==> images/clocks.png <==
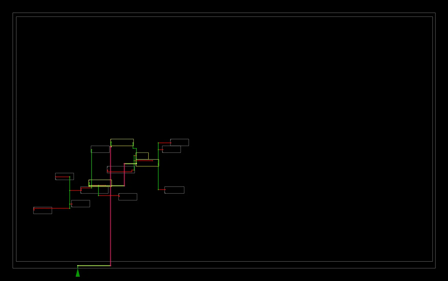
==> images/metal_density.png <==
Bar = 50 um. 34 x 20 tiles, from dark purple (low) to yellow (high), scaled to the fullest tile. Values are wire area over tile area, all layers added.
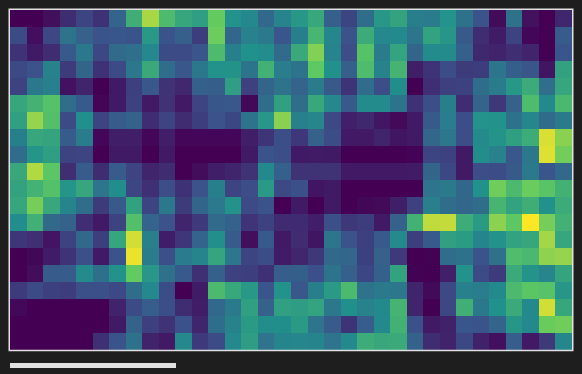
==> images/layer_met1.png <==
Supply wires on this layer in gray.
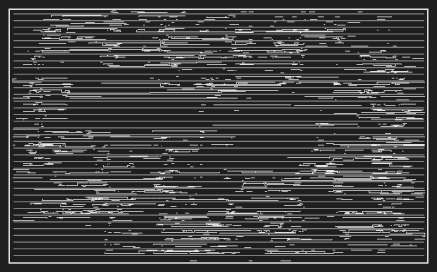
==> images/layer_met2.png <==
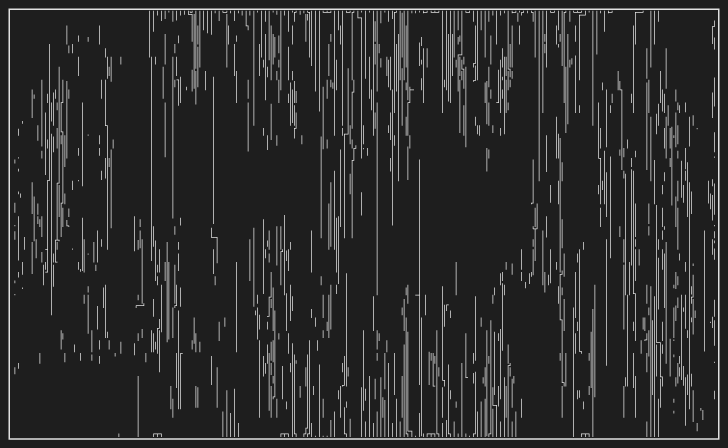
==> images/layer_met3.png <==
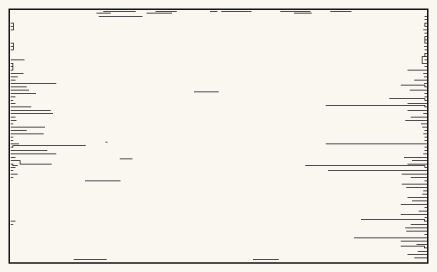
### src/rtl/demo_arb_pkg.sv
// Shared types and the round-robin pick function for the bus host arbiter.
package demo_arb_pkg;

  // Default build point, used for the documented host index and request types
  localparam int NumHostsPkg  = 2;
  localparam int AddrWidthPkg = 32;
  localparam int DataWidthPkg = 32;

  // Upper bound on hosts the pick function can scan
  localparam int MaxHosts = 16;

  typedef logic [$clog2(NumHostsPkg)-1:0] host_idx_t;

  typedef struct packed {
    logic                      we;
    logic [DataWidthPkg/8-1:0] be;
    logic [AddrWidthPkg-1:0]   addr;
    logic [DataWidthPkg-1:0]   wdata;
  } bus_req_t;

  // First requesting host strictly after ptr, wrapping over n hosts; ptr if nobody requests
  function automatic int unsigned rr_pick(input logic [MaxHosts-1:0] req,
                                          input int unsigned ptr,
                                          input int unsigned n);
    int unsigned res;
    int unsigned idx;
    logic        found;
    res   = ptr;
    found = 1'b0;
    for (int unsigned off = 1; off <= n; off++) begin
      idx = (ptr + off) % n;
      if (!found && req[idx]) begin
        res   = idx;
        found = 1'b1;
      end
    end
    return res;
  endfunction

endpackage

### src/rtl/demo_arb_owner_fifo.sv
// Owner FIFO: remembers which host issued each outstanding transaction, in accept order.
module demo_arb_owner_fifo
  import demo_arb_pkg::*;
#(
  parameter int Depth = 2,
  parameter int Width = 1,
  localparam int PtrW = (Depth > 1) ? $clog2(Depth) : 1,
  localparam int CntW = $clog2(Depth + 1)
) (
  input  logic             clk_i,
  input  logic             rst_i,
  input  logic             push_i,
  input  logic [Width-1:0] wdata_i,
  input  logic             pop_i,
  output logic [Width-1:0] rdata_o,
  output logic             full_o,
  output logic             empty_o,
  output logic [CntW-1:0]  count_o,
  output logic             err_o
);

  logic [Width-1:0] mem_q [Depth];
  logic [Width-1:0] mem_d [Depth];
  logic [PtrW-1:0]  wr_ptr_q, wr_ptr_d;
  logic [PtrW-1:0]  rd_ptr_q, rd_ptr_d;
  logic [CntW-1:0]  count_q, count_d;
  logic             do_push, do_pop;

  assign full_o  = (count_q == CntW'(Depth));
  assign empty_o = (count_q == '0);
  assign count_o = count_q;
  assign rdata_o = mem_q[rd_ptr_q];
  assign err_o   = (push_i && full_o) || (pop_i && empty_o);
  assign do_push = push_i && !full_o;
  assign do_pop  = pop_i && !empty_o;

  // Next-state for storage, pointers and occupancy; push and pop may share a cycle
  always_comb begin
    mem_d    = mem_q;
    wr_ptr_d = wr_ptr_q;
    rd_ptr_d = rd_ptr_q;
    count_d  = count_q;
    if (do_push) begin
      mem_d[wr_ptr_q] = wdata_i;
      wr_ptr_d = (wr_ptr_q == PtrW'(Depth - 1)) ? '0 : wr_ptr_q + 1'b1;
    end
    if (do_pop) begin
      rd_ptr_d = (rd_ptr_q == PtrW'(Depth - 1)) ? '0 : rd_ptr_q + 1'b1;
    end
    case ({do_push, do_pop})
      2'b10:   count_d = count_q + 1'b1;
      2'b01:   count_d = count_q - 1'b1;
      default: count_d = count_q;
    endcase
  end

  // Control state is reset; storage contents are don't-care until written
  always_ff @(posedge clk_i) begin
    if (rst_i) begin
      wr_ptr_q <= '0;
      rd_ptr_q <= '0;
      count_q  <= '0;
    end else begin
      wr_ptr_q <= wr_ptr_d;
      rd_ptr_q <= rd_ptr_d;
      count_q  <= count_d;
    end
  end

  // Storage update
  always_ff @(posedge clk_i) begin
    mem_q <= mem_d;
  end

endmodule

### src/rtl/demo_bus_host_arbiter.sv
// Round-robin arbiter sharing one req/gnt/rvalid device port between several bus hosts.
// Requests pass through combinationally; responses are steered back via the owner FIFO.
module demo_bus_host_arbiter
  import demo_arb_pkg::*;
#(
  parameter int NumHosts       = 2,
  parameter int MaxOutstanding = 2,
  parameter int AddrWidth      = 32,
  parameter int DataWidth      = 32,
  localparam int IdxW = (NumHosts > 1) ? $clog2(NumHosts) : 1,
  localparam int BeW  = DataWidth / 8
) (
  input  logic                                clk_sys_i,
  input  logic                                rst_sys_i,
  input  logic [NumHosts-1:0]                 host_req_i,
  input  logic [NumHosts-1:0]                 host_we_i,
  input  logic [NumHosts-1:0][BeW-1:0]        host_be_i,
  input  logic [NumHosts-1:0][AddrWidth-1:0]  host_addr_i,
  input  logic [NumHosts-1:0][DataWidth-1:0]  host_wdata_i,
  output logic [NumHosts-1:0]                 host_gnt_o,
  output logic [NumHosts-1:0]                 host_rvalid_o,
  output logic [NumHosts-1:0][DataWidth-1:0]  host_rdata_o,
  output logic [NumHosts-1:0]                 host_err_o,
  output logic                                dev_req_o,
  output logic                                dev_we_o,
  output logic [BeW-1:0]                      dev_be_o,
  output logic [AddrWidth-1:0]                dev_addr_o,
  output logic [DataWidth-1:0]                dev_wdata_o,
  input  logic                                dev_gnt_i,
  input  logic                                dev_rvalid_i,
  input  logic [DataWidth-1:0]                dev_rdata_i,
  input  logic                                dev_err_i,
  output logic                                unexpected_rsp_o
);

  localparam int CntW = $clog2(MaxOutstanding + 1);

  logic [IdxW-1:0]     rr_q, rr_d;
  logic                lock_q, lock_d;
  logic [IdxW-1:0]     lock_idx_q, lock_idx_d;
  logic                unexpected_q, unexpected_d;
  logic [IdxW-1:0]     pick, winner, head;
  logic [MaxHosts-1:0] req_pad;
  logic                accept, pop;
  logic                fifo_full, fifo_empty, fifo_err;
  logic [CntW-1:0]     fifo_count;

  assign req_pad = MaxHosts'(host_req_i);

  // Winner selection: a locked winner holds until granted, otherwise round-robin pick
  always_comb begin
    pick   = IdxW'(rr_pick(req_pad, 32'(rr_q), NumHosts));
    winner = lock_q ? lock_idx_q : pick;
  end

  // Device request and payload mux; payload is driven to zero when not requesting
  always_comb begin
    dev_req_o   = (|host_req_i) && !fifo_full && !rst_sys_i;
    dev_we_o    = 1'b0;
    dev_be_o    = '0;
    dev_addr_o  = '0;
    dev_wdata_o = '0;
    if (dev_req_o) begin
      dev_we_o    = host_we_i[winner];
      dev_be_o    = host_be_i[winner];
      dev_addr_o  = host_addr_i[winner];
      dev_wdata_o = host_wdata_i[winner];
    end
  end

  assign accept = dev_req_o && dev_gnt_i;
  assign pop    = dev_rvalid_i && !fifo_empty && !rst_sys_i;

  // Per-host grant and response steering; read data is broadcast to every host
  always_comb begin
    for (int i = 0; i < NumHosts; i++) begin
      host_gnt_o[i]    = accept && (winner == IdxW'(i));
      host_rvalid_o[i] = pop && (head == IdxW'(i));
      host_err_o[i]    = pop && (head == IdxW'(i)) && dev_err_i;
      host_rdata_o[i]  = dev_rdata_i;
    end
  end

  assign unexpected_rsp_o = unexpected_q;

  // Next-state for pointer, lock and the sticky unexpected-response flag
  always_comb begin
    rr_d         = accept ? winner : rr_q;
    lock_d       = dev_req_o && !dev_gnt_i;
    lock_idx_d   = lock_d ? winner : lock_idx_q;
    unexpected_d = unexpected_q | (dev_rvalid_i && fifo_empty);
  end

  // Control registers; rr pointer starts at the last host so host 0 wins first
  always_ff @(posedge clk_sys_i) begin
    if (rst_sys_i) begin
      rr_q         <= IdxW'(NumHosts - 1);
      lock_q       <= 1'b0;
      lock_idx_q   <= '0;
      unexpected_q <= 1'b0;
    end else begin
      rr_q         <= rr_d;
      lock_q       <= lock_d;
      lock_idx_q   <= lock_idx_d;
      unexpected_q <= unexpected_d;
    end
  end

  demo_arb_owner_fifo #(
    .Depth (MaxOutstanding),
    .Width (IdxW)
  ) u_owner_fifo (
    .clk_i   (clk_sys_i),
    .rst_i   (rst_sys_i),
    .push_i  (accept),
    .wdata_i (winner),
    .pop_i   (pop),
    .rdata_o (head),
    .full_o  (fifo_full),
    .empty_o (fifo_empty),
    .count_o (fifo_count),
    .err_o   (fifo_err)
  );

  a_payload_stable: assert property (@(posedge clk_sys_i) disable iff (rst_sys_i)
    (dev_req_o && !dev_gnt_i) |=> (dev_req_o &&
      $stable({dev_we_o, dev_be_o, dev_addr_o, dev_wdata_o})));

  a_gnt_onehot: assert property (@(posedge clk_sys_i) $onehot0(host_gnt_o));

  a_rvalid_onehot: assert property (@(posedge clk_sys_i) $onehot0(host_rvalid_o));

  a_locked_req_held: assert property (@(posedge clk_sys_i) disable iff (rst_sys_i)
    lock_q |-> host_req_i[lock_idx_q]);

  a_fifo_ok: assert property (@(posedge clk_sys_i) disable iff (rst_sys_i) !fifo_err);

  a_count_bound: assert property (@(posedge clk_sys_i) disable iff (rst_sys_i)
    fifo_count <= CntW'(MaxOutstanding));

endmodule
### config.mk
export PLATFORM = sky130hd
export DESIGN_NAME = demo_bus_host_arbiter
export DESIGN_NICKNAME = d
export VERILOG_FILES = /design/src/rtl/demo_arb_pkg.sv /design/src/rtl/demo_arb_owner_fifo.sv /design/src/rtl/demo_bus_host_arbiter.sv
export SDC_FILE = /design/constraint.sdc
export NUM_CORES = 1
export LEC_CHECK = 0
export ABC_AREA = 1
export CAP_MARGIN = 20
export CELL_PAD_IN_SITES_DETAIL_PLACEMENT = 1
export CELL_PAD_IN_SITES_GLOBAL_PLACEMENT = 1
export CORE_ASPECT_RATIO = 0.6
export CORE_UTILIZATION = 15
export CTS_CLUSTER_SIZE = 20
export DETAILED_ROUTE_END_ITERATION = 10
export GPL_TIMING_DRIVEN = 1
export HOLD_SLACK_MARGIN = 0.06
export PLACE_DENSITY_LB_ADDON = 0.1
export RECOVER_POWER = 100
export SYNTH_ARGS = -nofsm -noshare
export SYNTH_HDL_FRONTEND = slang
export SYNTH_SLANG_ARGS = --single-unit
### constraint.sdc
create_clock -name clk_sys_i -period 2.07 [get_ports clk_sys_i]
set_input_delay 0.414 -clock clk_sys_i [delete_from_list [all_inputs] [get_ports clk_sys_i]]
set_output_delay 0.414 -clock clk_sys_i [all_outputs]
set_load 0.02 [all_outputs]
==> PnR_summary.wiki <==
=== Synthesis and place and route ===
{| class="wikitable"
! Metric !! Value
|-
| Largest net degree at the start of global routing || 38
|-
| MUX share of area || 0%
|-
| Highest routing layer actually used || met4
|-
| Slew of the pin with the lowest slew margin || ~0.43 ns
|-
| WL final || 12,900 um
|-
| Critical Path RT || between 1.5 and 2 ns
|-
| Postcts setup bufs || 12
|-
| Metal-1 WL || between 5000 and 6000 um
|-
| Final total negative setup slack || 0 ns
|-
| Element type at the critical path end || output pin
|-
| Post-synth EDFFs || 2
|-
| Fill cells || between 2,000 and 2,500
|-
| Outcome || complete, no violations
|-
| Power in sequential cells || about 0.23 mW
|-
| Number of placement rows || 36
|-
| Cell count of the worst hold path || 2
|-
| Share of power burned in registers || a little over a tenth
|-
| Met2 usage || between 20% and 30%
|-
| Non-clock buffer total of the final layout || roughly 260
|-
| Share of the synthesized netlist area taken by xor and xnor gates || less than 1%
|-
| FFs w/ async S/R, synth || 0%
|-
| Number of distinct standard cells referenced by the synthesized netlist || 25
|-
| GR Layer Usage met1 || about a fifth
|-
| Grt met3 use || around 3.5%
|-
| Total non-filler cell area in the finished layout || 0.00473 sq mm
|-
| Critical hold path startpoint || unexpected_rsp_o$_SDFF_PP0_
|-
| Synth Warn # || 0
|-
| Later-pin clock latency in the skew report || between 0.2 and 0.25 ns
|-
| WL met2 || about 6000 um
|-
| Biggest cell category by area in the final layout || non-clock buffers
|-
| Synth Flop Type || dfxtp_1
|}
## Picture notes: clocks.png
sequential cell count: 10
Clock Sink Count: 10
setup skew after layout: 0.00370 ns

## Picture notes: metal_density.png
nearly empty tiles: 9.0%
fullest tile: 0.37
tiles over half the peak: 22%

## Picture notes: layer_met1.png
wire length on this layer: 5,760 um
longest straight run: 68.1 um

## Picture notes: layer_met2.png
share of all routed wire: 48%
main direction: vertical
nets with wire on the layer: 673

## Picture notes: layer_met3.png
main direction: horizontal
nets with wire on the layer: 113

No activity file was given, so power comes from the tool's default toggle rates.
